run_1/flops_by_reg.png
Bar = 20 µm.
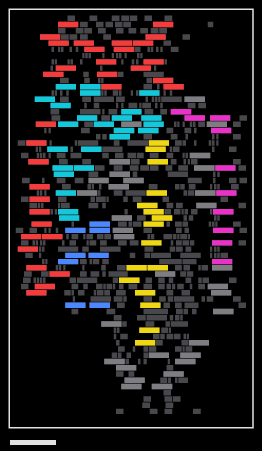
run_1/layer_met3.png
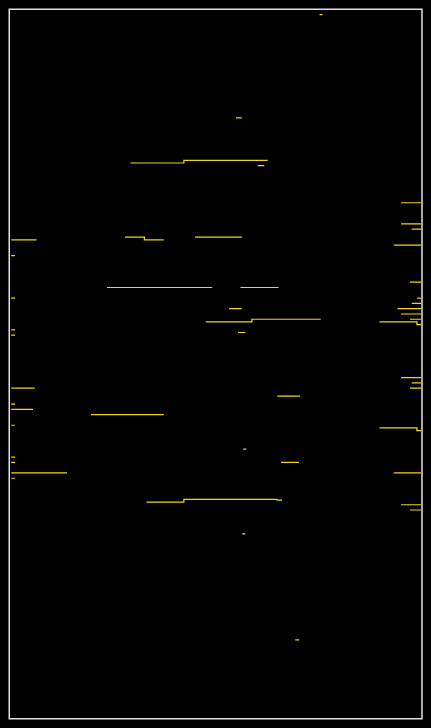
run_1/logic_types.png
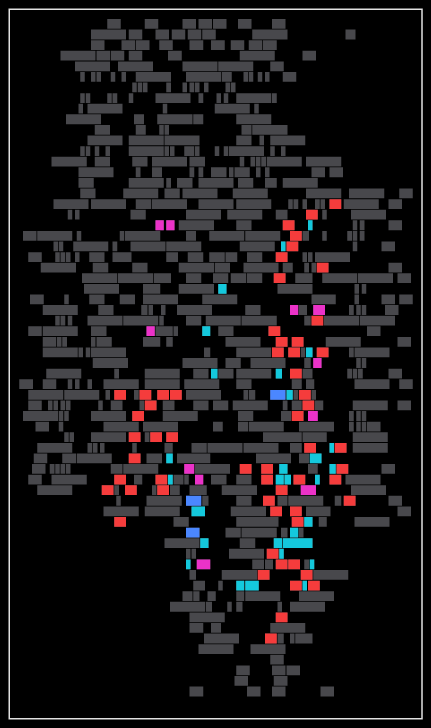
--- src/rtl/imem_loader_pkg.sv ---
// Shared loader definitions: FSM state encoding, stream framing constants
// and the packed-word handoff between the byte packer and the loader.
package imem_loader_pkg;

   localparam int BYTES_PER_WORD = 4;
   localparam int LEN_BYTES      = 2;
   localparam int INSTR_W        = 32;

   typedef enum logic [2:0] {
      LEN_LO,
      LEN_HI,
      LOAD,
      CHECK,
      DONE,
      ERROR
   } ldr_state_e;

   typedef struct packed {
      logic               vld;
      logic [INSTR_W-1:0] word;
   } packed_word_t;

endpackage

--- src/rtl/imem_loader_byte_packer.sv ---
// Assembles accepted payload bytes into little-endian instruction words and
// emits a one-cycle valid pulse with the full word; the word holds afterwards.
module byte_packer
   import imem_loader_pkg::*;
(
   input  logic         clk,
   input  logic         clear_n,
   input  logic         take,
   input  logic [7:0]   in_byte,
   output logic         last_lane,
   output packed_word_t pw
);

   localparam int LW = $clog2(BYTES_PER_WORD);

   logic [LW-1:0]                    lane;
   logic [BYTES_PER_WORD-2:0][7:0]   part;

   assign last_lane = (lane == LW'(BYTES_PER_WORD - 1));

   always_ff @(posedge clk or negedge clear_n) begin
      if (!clear_n) begin
         lane <= '0;
         part <= '0;
         pw   <= '0;
      end else begin
         pw.vld <= 1'b0;
         if (take) begin
            if (last_lane) begin
               // Top lane completes the word; lower lanes come from the holding register.
               pw.vld  <= 1'b1;
               pw.word <= {in_byte, part};
               lane    <= '0;
            end else begin
               part[lane] <= in_byte;
               lane       <= lane + 1'b1;
            end
         end
      end
   end

endmodule

--- src/rtl/imem_loader.sv ---
// Boot loader: parses a length-prefixed byte stream into instruction memory
// and releases the core from reset only after the XOR checksum matches.
module imem_loader
   import imem_loader_pkg::*;
#(
   parameter int ADDR_WIDTH = 10,
   parameter int MAX_WORDS  = 1024
) (
   input  logic                  clk,
   input  logic                  rst_n,
   input  logic [7:0]            in_data,
   input  logic                  in_valid,
   output logic                  in_ready,
   output logic                  mem_we,
   output logic [ADDR_WIDTH-1:0] mem_addr,
   output logic [INSTR_W-1:0]    mem_wdata,
   output logic                  core_rst_n,
   output logic                  done,
   output logic                  error,
   output logic [15:0]           word_count
);

   ldr_state_e               state, nxt;
   logic [7:0]               len_lo, csum;
   logic [8*LEN_BYTES-1:0]   n_words, n_in;
   logic                     acc, take, last_lane, last_word;
   packed_word_t             pw;

   assign acc       = in_valid && in_ready;
   assign take      = acc && (state == LOAD);
   assign n_in      = {in_data, len_lo};
   assign last_word = ((word_count + 16'd1) == n_words);

   byte_packer u_packer (
      .clk       (clk),
      .clear_n   (rst_n),
      .take      (take),
      .in_byte   (in_data),
      .last_lane (last_lane),
      .pw        (pw)
   );

   assign mem_we    = pw.vld;
   assign mem_wdata = pw.word;

   always_ff @(posedge clk or negedge rst_n) begin
      if (!rst_n) state <= LEN_LO;
      else        state <= nxt;
   end

   always_comb begin
      nxt = state;
      case (state)
         LEN_LO: if (acc) nxt = LEN_HI;
         LEN_HI: if (acc) begin
            if (32'(n_in) > MAX_WORDS) nxt = ERROR;
            else if (n_in == '0)       nxt = CHECK;
            else                       nxt = LOAD;
         end
         LOAD:   if (take && last_lane && last_word) nxt = CHECK;
         CHECK:  if (acc) nxt = (in_data == csum) ? DONE : ERROR;
         default: nxt = state;
      endcase
   end

   // Status outputs are registered from the next state so they move together
   // with the state register and stay low throughout reset.
   always_ff @(posedge clk or negedge rst_n) begin
      if (!rst_n) begin
         len_lo     <= '0;
         n_words    <= '0;
         csum       <= '0;
         in_ready   <= 1'b0;
         mem_addr   <= '0;
         word_count <= '0;
         core_rst_n <= 1'b0;
         done       <= 1'b0;
         error      <= 1'b0;
      end else begin
         in_ready   <= !(nxt == DONE || nxt == ERROR);
         done       <= (nxt == DONE);
         core_rst_n <= (nxt == DONE);
         error      <= (nxt == ERROR);
         if (acc && state == LEN_LO) len_lo  <= in_data;
         if (acc && state == LEN_HI) n_words <= n_in;
         if (take) csum <= csum ^ in_data;
         if (take && last_lane) begin
            mem_addr   <= ADDR_WIDTH'(word_count);
            word_count <= word_count + 16'd1;
         end
      end
   end

endmodule

--- config.mk ---
export PLATFORM = sky130hd
export DESIGN_NAME = imem_loader
export DESIGN_NICKNAME = d
export VERILOG_FILES = /design/src/rtl/imem_loader_pkg.sv /design/src/rtl/imem_loader_byte_packer.sv /design/src/rtl/imem_loader.sv
export SDC_FILE = /design/constraint.sdc
export NUM_CORES = 1
export LEC_CHECK = 0
export ABC_CLOCK_PERIOD_IN_PS = 4750
export CORE_ASPECT_RATIO = 1.75
export CORE_MARGIN = 2
export CORE_UTILIZATION = 31
export CTS_CLUSTER_DIAMETER = 150
export DETAILED_ROUTE_END_ITERATION = 12
export GPL_ROUTABILITY_DRIVEN = 1
export PLACE_DENSITY = 0.54
export SYNTH_ARGS = -nofsm -noshare
export SYNTH_HDL_FRONTEND = slang
export SYNTH_SLANG_ARGS = --single-unit
--- constraint.sdc ---
create_clock -name clk -period 4.75 [get_ports clk]
set_input_delay 0.95 -clock clk [delete_from_list [all_inputs] [get_ports clk]]
set_output_delay 0.95 -clock clk [all_outputs]
set_load 0.01 [all_outputs]
==> CHANGELOG.md, run 1 <==
### Metrics

- Synth Instances: 510
- Max Slew Vio Count: 0
- Post-synthesis area per instance: 10.97 µm²
- PD cells: 400.0 nW/µm²
- Final WS setup: 1904 ps
- Largest net degree at the start of global routing: 69
- Yosys Instances: 510
- R2R cell count: 7
- Chip Area, Yosys: 5595 µm²
- FF+latch count: 123
- CLK BUF: 19
- Dpl cells: 793
- Total clock sinks: 123
- Final hold vios: 0
- Slew HR: 0.4244
- Met2 usage: 0.2774
- Worst hold stages: 2
- Dpl cell area: 6510 µm²
- Post-synth ARST share: 1.000
- DRT Pass-1 Iters: 4
- TritonCTS clock tree: built
- Cell Type Count: 52
- Antenna Cells: 0
- CP Capture Type: flop
- Longest Clk Path Bufs: 2
- CP max FO: 46
- Status: completed
- Clock share of power: 0.440
- Synthesized area: 5595 µm²
- CP Class: in -> reg
- Total power: 2835 µW
- Registers with the most flip-flops: u_packer.pw: 33 flops, u_packer.part: 24 flops
- Slowest cell delay on critical path: 680 ps
- Net Switching: 747.2 µW
- Reg-to-Reg Start: word_count[0]
- Skew final: 13.65 ps
- RSZ-0062 raised after global routing: false
- Clock root cell: clkbuf_16
- Biggest register: u_packer.pw
- Port Buffers: 73
- GRT Util Overall: 0.1460
- Fraction of area in registers: 0.4343
- Tap Count: 234
- Comb area: 2310 µm²
- Largest class: flip-flops and latches
- Initial antenna violation count: 0
- P_seq: 1220 µW
About flops_by_reg.png:
legend:
  red:
    name_in_the_netlist: `u_packer.pw`
    sequential_cells: 33
  blue:
    name_in_the_netlist: `csum`
    sequential_cells: 8
  cyan:
    name_in_the_netlist: `u_packer.part`
    sequential_cells: 24
  magenta:
    name_in_the_netlist: `mem_addr`
    sequential_cells: 10
  yellow:
    name_in_the_netlist: `n_words`
    sequential_cells: 16
    where: center
not colored: 32

About layer_met3.png:
nets with wire on the layer: 37
main direction: horizontal
Vias: 3,749
GRT met3 Usage: 0.02728
overall routed net length: 13.06 mm

About logic_types.png:
legend:
  cyan:
    family: NOR gates
    cells: 29
    most_used: nor2_1
  magenta:
    family: AND and OR gates
    cells: 11
    most_used: and2_1
    where: center
  blue:
    family: AND-OR and OR-AND gates
    cells: 3
  red:
    family: XOR/XNOR gates
    cells: 58
    most_used: xnor2_1
Commonest Layout Cell: nand2_1
logic share of the area: 0.3259
non-filler cells, final: 825

-- run 1: synth_stat cells, types with 4 or more instances --
master,number,share of area
dfrtp_1,123,0.55
nor3_1,7,0.0063
inv_1,6,0.0040
buf_1,7,0.0047
nor2_1,9,0.0060
ha_1,5,0.011
clkbuf_1,11,0.0074
nand3_1,7,0.0063
nand4_1,7,0.0078
nor4_1,7,0.0078
mux2_2,48,0.097
o21ai_0,4,0.0036
xor2_1,12,0.019
buf_2,6,0.0054
nand2_1,150,0.10
buf_4,6,0.0080
xnor2_1,46,0.072
-- run 1: cells by family (layout without fill, tap and decap cells) --
| kind of cell | count (synthesis) | in the layout | share of synthesized area |
|---|---|---|---|
| mux | 48 | 48 | 0.09660 |
| flops | 123 | 123 | 0.5501 |
| simple gates | 213 | 213 | 0.1816 |
| fa+ha+maj | 5 | 5 | 0.01118 |
| buf+inv | 41 | 122 | 0.03712 |
| compound gates | 22 | 22 | 0.03265 |
| xor+xnor | 58 | 58 | 0.09079 |
-- run 1: cells in the final DEF (no fill, tap or decap), types with 3 or more instances in the layout --
cell / synthesis / layout
xnor2_1: 46 / 46
and2_1: 3 / 3
o211ai_1: 3 / 3
inv_1: 6 / 6
buf_4: 6 / 11
dfrtp_1: 123 / 123
nand3_1: 7 / 7
xor2_1: 12 / 12
ha_1: 5 / 5
nand3_4: 3 / 3
nor3_1: 7 / 7
clkinvlp_4: 0 / 3
a21oi_1: 3 / 3
nor2_1: 9 / 9
clkbuf_16: 0 / 17
o21ai_0: 4 / 4
nand2_1: 150 / 150
clkdlybuf4s50_1: 0 / 72
nand4_1: 7 / 7
nor4_1: 7 / 7
mux2_2: 48 / 48
clkinv_4: 0 / 3
inv_6: 0 / 5
run_1/congestion.png
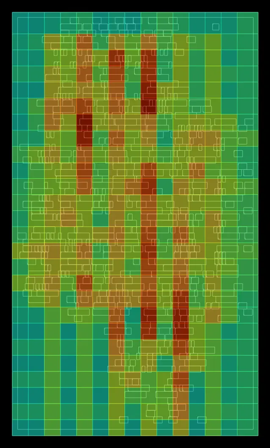

==> run 2: changes to the inputs <==
Settings changed: ABC_CLOCK_PERIOD_IN_PS 4750 to 2500, PLACE_DENSITY 0.54 to 0.56.
Clock period 4.75 ns to 2.5 ns, I/O delays scaled along.
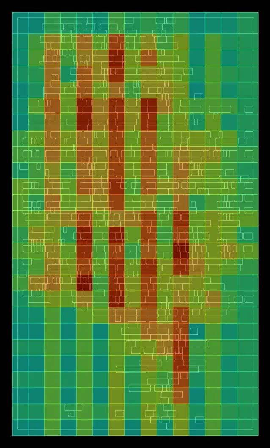
run_2/congestion.png
DR WL/cell: 16.15 µm
GR Layer Usage met1: 0.1621

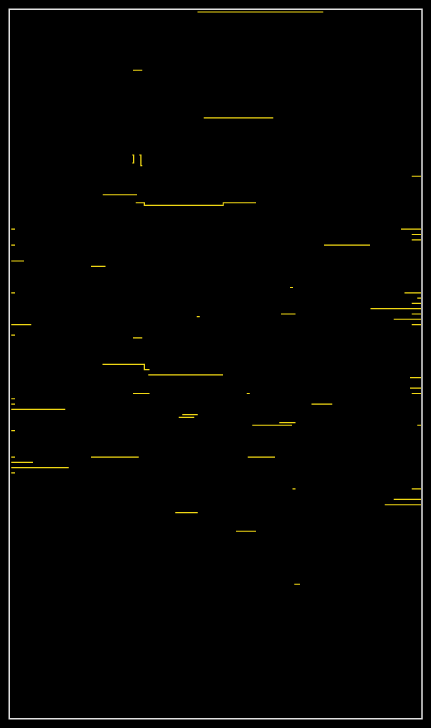
run_2/layer_met3.png
share of all routed wire: 2.4%
main direction: horizontal
nets with wire on the layer: 45
GRT met3 Usage: 0.02656
Vias: 3,928

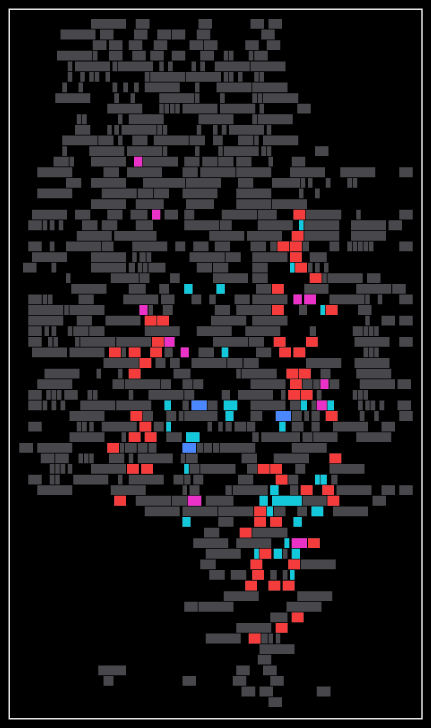
run_2/logic_types.png
legend:
  red:
    family: XOR/XNOR gates
    cells: 58
    most_used: xnor2_1
  blue:
    family: AND-OR and OR-AND gates
    cells: 3
  magenta:
    family: AND and OR gates
    cells: 11
    most_used: and2_1
  cyan:
    family: NOR gates
    cells: 29
    most_used: nor2_1
non-filler cells, final: 846
logic share of the area: 0.3145

==> run 2 against run 1 <==
Net effect: non-clock buffer count increased by 21; flip-flop count unchanged; die area unchanged; area after synthesis unchanged; critical endpoint is now error; highest routed layer unchanged.
==> CHANGELOG.md, run 2 <==
### Metrics

- Longest Clk Path Bufs: 2
- Antenna Cells: 0
- Multiplexer share: 0.09660
- CP max FO: 10
- Status: completed
- Chip Area, Yosys: 5595 µm²
- Commonest Layout Cell: nand2_1
- Aoi share: 0.03265
- Yosys xor share: 0.09079
- Post-synthesis area per instance: 10.97 µm²
- Skew final: 12.29 ps
- Final Net Count: 615
- Synth area leader: dfrtp_1
- Adder-cell share of the synthesized area: 0.01118
- CP Capture Type: flop
- Clock root cell: clkbuf_16
- GRT Util Overall: 0.1506
- PD cells: 753.0 nW/µm²
- Die W: 105.6 µm
- Largest logic family: simple AND/OR/NAND/NOR gates
- Initial antenna violation count: 0
- TritonCTS clock tree: built
- Synthesized area: 5595 µm²
- Most frequent cells in the layout: nand2_1 (150), dfrtp_1 (123), clkdlybuf4s50_1 (72)
- Comb area: 2310 µm²
- Top cells by count, synth: nand2_1 (150), dfrtp_1 (123), mux2_2 (48)
- Biggest register: u_packer.pw
- Max Slew Vio Count: 0
- Area grow syn2layout: 31.24%
- Top cells by area: dfrtp_1 (55%), nand2_1 (10%), mux2_2 (9.7%)
- Synth top cell by count: nand2_1
- Total clock sinks: 123
- Layout cells sized above 1: 0.2108
- Slew HR: 0.5484
- R2R cell count: 7
- RSZ-0062 raised after global routing: false
- Dominant cell area share: 0.5501
- Cell Type Count: 52
- Synth Instances: 510
- DRT Pass-1 Iters: 4
- Registers with the most flip-flops: u_packer.pw: 33 flops, u_packer.part: 24 flops
run 2: cell counts after synthesis:
Identical to the previous run, type by type.
run 2: stage by stage:
| step | setup slack [ps] | utilization | instances | area [µm²] | power, µW |
|---|---|---|---|---|---|
| after floorplan | 503.4 | - | 510 | 5595 | 2824 |
| after global placement | 46.64 | 0.3769 | 814 | 6743 | 3063 |
| after detailed placement | 27.81 | 0.3769 | 814 | 6743 | 3089 |
| after CTS | 238.0 | 0.4104 | 846 | 7343 | 5594 |
| after global routing | 117.6 | 0.4104 | 846 | 7343 | 5755 |
| final | 284.5 | 0.4104 | 846 | 7343 | 5530 |
run 2: worst max-delay path: stages, from the launching register on:
cell       delay (ps)
dfrtp_1           460
ha_1              320
nand3_4           180
nor4b_1           300
a21boi_0          200
a2111oi_4         320
a41oi_1           180
nor3_2            170
run 2: worst paths after layout:
kind	endpoint	slack, ps
min in group clk	u_packer.pw[0]	470
worst min register to register	u_packer.pw[0]	470
worst max-delay path	error	280
worst max register to register	error	280
worst min-delay path	done	160
max in group asynchronous	u_packer.pw[5]	1840
run 2: layout make-up:
class | instances | area share
Tap cell | 234 | 0.03987
Multi-Input combinational cell | 346 | 0.3145
Clock buffer | 18 | 0.05981
Sequential cell | 123 | 0.4192
Inverter | 7 | 0.003578
Timing Repair Buffer | 104 | 0.1411
Clock inverter | 14 | 0.02198
run 2: per-layer routing:
layer,wire length [µm],vias to the layer above,track usage
li1,-,1854,-
met1,5218,1980,0.1621
met2,7771,73,0.2823
met3,324,21,0.02656
met4,351,0,0.06737
met5,0,-,0
run 2: report_power, final:
group	internal (µW)	switching (µW)
Clock	1520	966
Sequential	2170	151
Combinational	390	337
Total	4080	1450
No activity file was given, so power comes from the tool's default toggle rates.
